<file path="config.mk">
export PLATFORM = sky130hd
export DESIGN_NAME = keccak_byte_packer
export DESIGN_NICKNAME = d
export VERILOG_FILES = /design/src/rtl/keccak_pkg.sv /design/src/rtl/keccak_word_slot.sv /design/src/rtl/keccak_byte_packer.sv
export SDC_FILE = /design/constraint.sdc
export NUM_CORES = 1
export LEC_CHECK = 0
export CAP_MARGIN = 20
export CORE_MARGIN = 1.5
export CORE_UTILIZATION = 48
export CTS_BUF_LIST = sky130_fd_sc_hd__clkbuf_16
export CTS_CLUSTER_SIZE = 28
export DETAILED_ROUTE_END_ITERATION = 10
export PLACE_DENSITY = 0.84
export SYNTH_ARGS = -nofsm -noshare
export SYNTH_HDL_FRONTEND = slang
export SYNTH_SLANG_ARGS = --single-unit
</file>
<file path="constraint.sdc">
create_clock -name clk -period 2.4 [get_ports clk]
set_input_delay 0.48 -clock clk [delete_from_list [all_inputs] [get_ports clk]]
set_output_delay 0.48 -clock clk [all_outputs]
set_load 0.1 [all_outputs]
</file>
<file path="src/rtl/keccak_pkg.sv">
// ---------------------------------------------------------------------------
// keccak_pkg
// Shared definitions for the SHA3-512 keccak core and its byte packer.
//   KECCAK_WORD_W     : width of the core's `in` word
//   KECCAK_BYTE_W     : width of one message byte
//   KECCAK_RATE_WORDS : words per absorbed block (576-bit rate / 32)
//   packer_state_e    : packer framing states
//   byte_num_t        : type of the core's `byte_num` input
// ---------------------------------------------------------------------------
package keccak_pkg;

    localparam int KECCAK_WORD_W     = 32;
    localparam int KECCAK_BYTE_W     = 8;
    localparam int KECCAK_RATE_WORDS = 18;

    localparam int BYTES_PER_WORD    = KECCAK_WORD_W / KECCAK_BYTE_W;

    // FILL : gathering bytes into words
    // PAD  : last word was full; a zero terminator word must follow
    // FLUSH: final (is_last) word sits in the slot waiting for the core
    // DONE : final word consumed; idle until reset
    typedef enum logic [1:0] {
        ST_FILL  = 2'd0,
        ST_PAD   = 2'd1,
        ST_FLUSH = 2'd2,
        ST_DONE  = 2'd3
    } packer_state_e;

    typedef logic [1:0] byte_num_t;

endpackage

</file>
<file path="src/rtl/keccak_word_slot.sv">
// ---------------------------------------------------------------------------
// keccak_word_slot
// Single-entry output register facing the keccak core input protocol.
// Contents stay stable until the core takes them (in_ready && !buffer_full).
// A load in the same cycle as a consume refills the slot without a bubble.
//   clk, rst         : clock, asynchronous active-high reset
//   load_en          : write load_* into the slot this cycle
//   load_word/last/bn: word, is_last flag and byte_num to present
//   k_buffer_full    : core backpressure
//   consume          : the core takes the slot contents at this edge
//   k_in/k_in_ready/k_is_last/k_byte_num : registered core inputs
// ---------------------------------------------------------------------------
module keccak_word_slot
    import keccak_pkg::*;
(
    input  logic                     clk,
    input  logic                     rst,
    input  logic                     load_en,
    input  logic [KECCAK_WORD_W-1:0] load_word,
    input  logic                     load_last,
    input  byte_num_t                load_bn,
    input  logic                     k_buffer_full,
    output logic                     consume,
    output logic [KECCAK_WORD_W-1:0] k_in,
    output logic                     k_in_ready,
    output logic                     k_is_last,
    output logic [1:0]               k_byte_num
);

    logic [KECCAK_WORD_W-1:0] word_q, word_d;
    logic                     ready_q, ready_d;
    logic                     last_q, last_d;
    byte_num_t                bn_q, bn_d;

    assign consume = ready_q && !k_buffer_full;

    always_comb begin
        word_d  = word_q;
        ready_d = ready_q;
        last_d  = last_q;
        bn_d    = bn_q;
        if (load_en) begin
            word_d  = load_word;
            ready_d = 1'b1;
            last_d  = load_last;
            bn_d    = load_bn;
        end else if (consume) begin
            // Data fields are left as-is; only the valid flag drops.
            ready_d = 1'b0;
        end
    end

    always_ff @(posedge clk or posedge rst) begin
        if (rst) begin
            word_q  <= '0;
            ready_q <= 1'b0;
            last_q  <= 1'b0;
            bn_q    <= '0;
        end else begin
            word_q  <= word_d;
            ready_q <= ready_d;
            last_q  <= last_d;
            bn_q    <= bn_d;
        end
    end

    assign k_in       = word_q;
    assign k_in_ready = ready_q;
    assign k_is_last  = last_q;
    assign k_byte_num = bn_q;

endmodule

</file>
<file path="src/rtl/keccak_byte_packer.sv">
// ---------------------------------------------------------------------------
// keccak_byte_packer
// Upstream feeder for the SHA3-512 keccak core. Takes a message one byte per
// cycle (valid/ready), packs bytes MSB-first into 32-bit words and generates
// the core's end-of-message framing: a partial last word carries is_last and
// byte_num=1..3; a message ending on a word boundary (or an empty message)
// is terminated by an extra zero word with is_last=1, byte_num=0.
//
// Ports:
//   clk, rst        : clock, asynchronous active-high reset (also the
//                     per-message restart shared with keccak)
//   s_byte/s_valid/s_last/s_ready : byte stream in
//   msg_empty       : pulse marking a zero-length message
//   k_in/k_in_ready/k_is_last/k_byte_num : keccak input protocol
//   k_buffer_full   : keccak backpressure
//   done            : final word handed over; idle until reset
//   msg_bytes       : bytes accepted since reset, saturating
//                     (only when KECCAK_PACKER_BYTE_CNT_EN is defined)
//
// Optional feature macro: KECCAK_PACKER_BYTE_CNT_EN
// ---------------------------------------------------------------------------
module keccak_byte_packer
    import keccak_pkg::*;
#(
    parameter int CNT_W = 32
) (
    input  logic                     clk,
    input  logic                     rst,
    input  logic [KECCAK_BYTE_W-1:0] s_byte,
    input  logic                     s_valid,
    input  logic                     s_last,
    output logic                     s_ready,
    input  logic                     msg_empty,
    output logic [KECCAK_WORD_W-1:0] k_in,
    output logic                     k_in_ready,
    output logic                     k_is_last,
    output logic [1:0]               k_byte_num,
    input  logic                     k_buffer_full,
    output logic                     done
`ifdef KECCAK_PACKER_BYTE_CNT_EN
    ,
    output logic [CNT_W-1:0]         msg_bytes
`endif
);

    if (CNT_W < 1) begin : g_cnt_w_chk
        $error("CNT_W must be at least 1");
    end

    packer_state_e state_q, state_d;

    logic [BYTES_PER_WORD-1:0][KECCAK_BYTE_W-1:0] acc_q, acc_d;
    logic [BYTES_PER_WORD-1:0][KECCAK_BYTE_W-1:0] word_with_byte;
    logic [1:0]                                   acc_cnt_q, acc_cnt_d;
    logic                                         seen_byte_q, seen_byte_d;

    logic                     consume;
    logic                     byte_fire;
    logic                     word_full;
    logic                     empty_ok;
    logic                     load_en;
    logic [KECCAK_WORD_W-1:0] load_word;
    logic                     load_last;
    byte_num_t                load_bn;

    // ------------------------------------------------------------------
    // Datapath helpers
    // ------------------------------------------------------------------
    // Byte i of a word lands in bits [31-8i -: 8]; with packed [3:0][7:0]
    // that is element 3-i. Bytes not yet written are still zero, which
    // gives the zero-filled tail of a partial last word for free.
    always_comb begin
        word_with_byte                   = acc_q;
        word_with_byte[2'd3 - acc_cnt_q] = s_byte;
    end

    assign word_full = (acc_cnt_q == 2'd3);
    assign byte_fire = s_valid && s_ready;

    // An empty-message marker is only meaningful before any byte of this
    // message; a byte accepted in the same cycle takes precedence.
    assign empty_ok  = msg_empty && (acc_cnt_q == 2'd0) && !seen_byte_q && !byte_fire;

    // ------------------------------------------------------------------
    // FSM: state register
    // ------------------------------------------------------------------
    always_ff @(posedge clk or posedge rst) begin
        if (rst) state_q <= ST_FILL;
        else     state_q <= state_d;
    end

    // ------------------------------------------------------------------
    // FSM: next state
    // ------------------------------------------------------------------
    always_comb begin
        state_d = state_q;
        unique case (state_q)
            ST_FILL: begin
                if (byte_fire && s_last) state_d = word_full ? ST_PAD : ST_FLUSH;
                else if (empty_ok)       state_d = ST_FLUSH;
            end
            ST_PAD:   if (consume) state_d = ST_FLUSH;
            ST_FLUSH: if (consume) state_d = ST_DONE;
            ST_DONE:  state_d = ST_DONE;
            default:  state_d = ST_FILL;
        endcase
    end

    // ------------------------------------------------------------------
    // FSM: outputs (stream handshake and slot load requests)
    // ------------------------------------------------------------------
    always_comb begin
        // s_ready looks at k_buffer_full through consume so a word can be
        // handed off and its successor started in the same cycle.
        s_ready   = !rst && (state_q == ST_FILL) && (!k_in_ready || consume);
        done      = (state_q == ST_DONE);
        load_en   = 1'b0;
        load_word = '0;
        load_last = 1'b0;
        load_bn   = '0;
        unique case (state_q)
            ST_FILL: begin
                if (byte_fire && (word_full || s_last)) begin
                    load_en   = 1'b1;
                    load_word = word_with_byte;
                    // A final byte that fills the word is not is_last: the
                    // zero terminator word follows from PAD.
                    load_last = s_last && !word_full;
                    load_bn   = (s_last && !word_full) ? acc_cnt_q + 2'd1 : 2'd0;
                end else if (empty_ok) begin
                    load_en   = 1'b1;
                    load_last = 1'b1;
                end
            end
            ST_PAD: begin
                if (consume) begin
                    load_en   = 1'b1;
                    load_last = 1'b1;
                end
            end
            default: ;
        endcase
    end

    // ------------------------------------------------------------------
    // Byte accumulator
    // ------------------------------------------------------------------
    always_comb begin
        acc_d       = acc_q;
        acc_cnt_d   = acc_cnt_q;
        seen_byte_d = seen_byte_q || byte_fire;
        if (byte_fire) begin
            if (word_full || s_last) begin
                acc_d     = '0;
                acc_cnt_d = 2'd0;
            end else begin
                acc_d     = word_with_byte;
                acc_cnt_d = acc_cnt_q + 2'd1;
            end
        end
    end

    always_ff @(posedge clk or posedge rst) begin
        if (rst) begin
            acc_q       <= '0;
            acc_cnt_q   <= 2'd0;
            seen_byte_q <= 1'b0;
        end else begin
            acc_q       <= acc_d;
            acc_cnt_q   <= acc_cnt_d;
            seen_byte_q <= seen_byte_d;
        end
    end

    // ------------------------------------------------------------------
    // Output slot
    // ------------------------------------------------------------------
    keccak_word_slot u_slot (
        .clk           (clk),
        .rst           (rst),
        .load_en       (load_en),
        .load_word     (load_word),
        .load_last     (load_last),
        .load_bn       (load_bn),
        .k_buffer_full (k_buffer_full),
        .consume       (consume),
        .k_in          (k_in),
        .k_in_ready    (k_in_ready),
        .k_is_last     (k_is_last),
        .k_byte_num    (k_byte_num)
    );

`ifdef KECCAK_PACKER_BYTE_CNT_EN
    // ------------------------------------------------------------------
    // Accepted-byte counter; no bytes are accepted in DONE, so it freezes
    // there without extra logic.
    // ------------------------------------------------------------------
    logic [CNT_W-1:0] msg_bytes_q, msg_bytes_d;

    always_comb begin
        msg_bytes_d = msg_bytes_q;
        if (byte_fire && (msg_bytes_q != {CNT_W{1'b1}})) msg_bytes_d = msg_bytes_q + 1'b1;
    end

    always_ff @(posedge clk or posedge rst) begin
        if (rst) msg_bytes_q <= '0;
        else     msg_bytes_q <= msg_bytes_d;
    end

    assign msg_bytes = msg_bytes_q;
`endif

endmodule

</file>
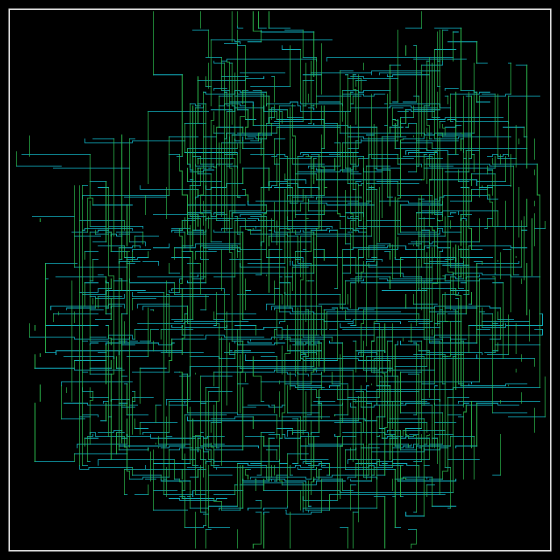
Figure 1: metal layers overlaid.
Only two layers are drawn.
Key: cyan = M1 [wire length 4500 um]; green = M2 [wire length 5040 um]

==> out/results.tsv <==
stage	metric	value	unit
status	outcome	complete, no violations	
clock_network	clockRootBuffer	clkbuf_16	
flow_run	warning_count	30	
cells_and_area	final-clk-cell-share	6.10	%
synth	synth_flops	73	
power	p_comb	1.75	mW
min_path	hp-class	flip-flop to flip-flop	
die	row_count	33	
synth	synthesis.area	4020	sq um
cells_and_area	inverters_excl_clock	6	
synth	synth.distinct_cells	43	
synth	edf_count	0	
power	powerSeq	1.55	mW
detailed_routing	wl_met2	5040	um
power	finalPower	4.67	mW
power	power_leakage	2.13	nW
detailed_routing	postRouteAntennaNets	0	
critical_path	path_cells	or2_2 > nor3b_4 > buf_12	
cells_and_area	final-seq-area	1830	sq um
detailed_routing	maxUsedRoutingLayer	met4	
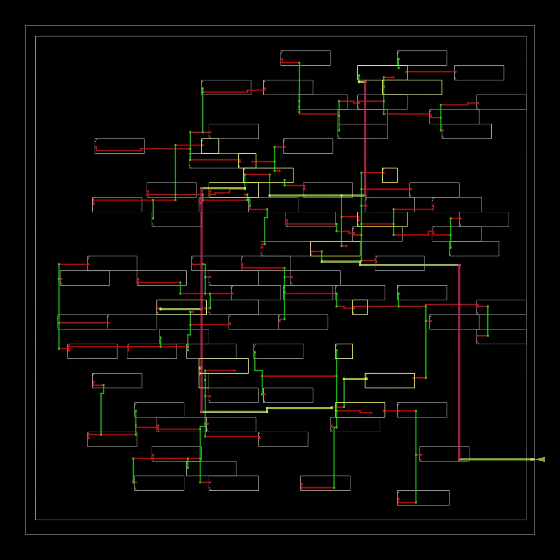
Figure 2: the clock network.
CTS sink cnt: 73
skew final: 0.00598 ns
CTS Buf Count: 9
clock buf count: 9
clk pwr: 1.37 mW

==> worst paths after layout <==
kind	endpoint	depth (start not counted)
worst min register to register	acc_q[2]$_DFFE_PP0P_	1
worst max register to register	u_slot.k_in[14]$_DFFE_PP0P_	6
worst min-delay path	acc_q[2]$_DFFE_PP0P_	1
worst max-delay path	s_ready	3
max in group asynchronous	acc_q[19]$_DFFE_PP0P_	4
min in group asynchronous	state_q[1]$_DFFE_PP0P_	3
==> placed cells by master (no fill, tap or decap), types with 3 or more instances in the layout <==
cell type,netlist,final
clkinvlp_4,0,3
a32oi_1,33,33
and2_1,11,11
o311ai_4,3,3
a22o_1,24,24
inv_6,0,3
o21ai_1,30,30
and4_1,3,3
clkbuf_16,0,9
nand2_1,3,3
o211ai_2,30,30
o211ai_1,6,6
ha_1,4,4
clkdlybuf4s50_1,0,13
dfrtp_1,73,72
buf_4,4,53
inv_1,6,5
mux2_2,32,32
buf_12,0,8
o21ai_0,5,5
==> logic make-up (layout without fill, tap and decap cells) <==
kind of cell | Yosys count | count (layout) | synth area share [%]
and+or+nand+nor | 30 | 30 | 5.24
buffers and inverters | 43 | 96 | 6.14
muxes | 32 | 32 | 8.97
AOI/OAI and AO/OA | 146 | 146 | 32.9
adders and majority gates | 4 | 4 | 1.25
DFF | 73 | 73 | 45.5
==> stage by stage <==
stage | util (%) | cell area, sq um
after detailed placement | 56.8 | 4650
final | 60.5 | 4950
after CTS | 60.5 | 4950
after global placement | 56.8 | 4650
after global routing | 60.5 | 4950
after floorplan | - | 4040
==> registers in the layout, indices dropped and copies added (netlist names) <==
signal / count
acc_cnt_q: 2
acc_q: 32
seen_byte_q: 1
state_q: 2
u_slot.k_byte_num: 2
u_slot.k_in: 32
u_slot.k_in_ready: 1
u_slot.k_is_last: 1
Power is estimated from default activity; no workload was simulated.
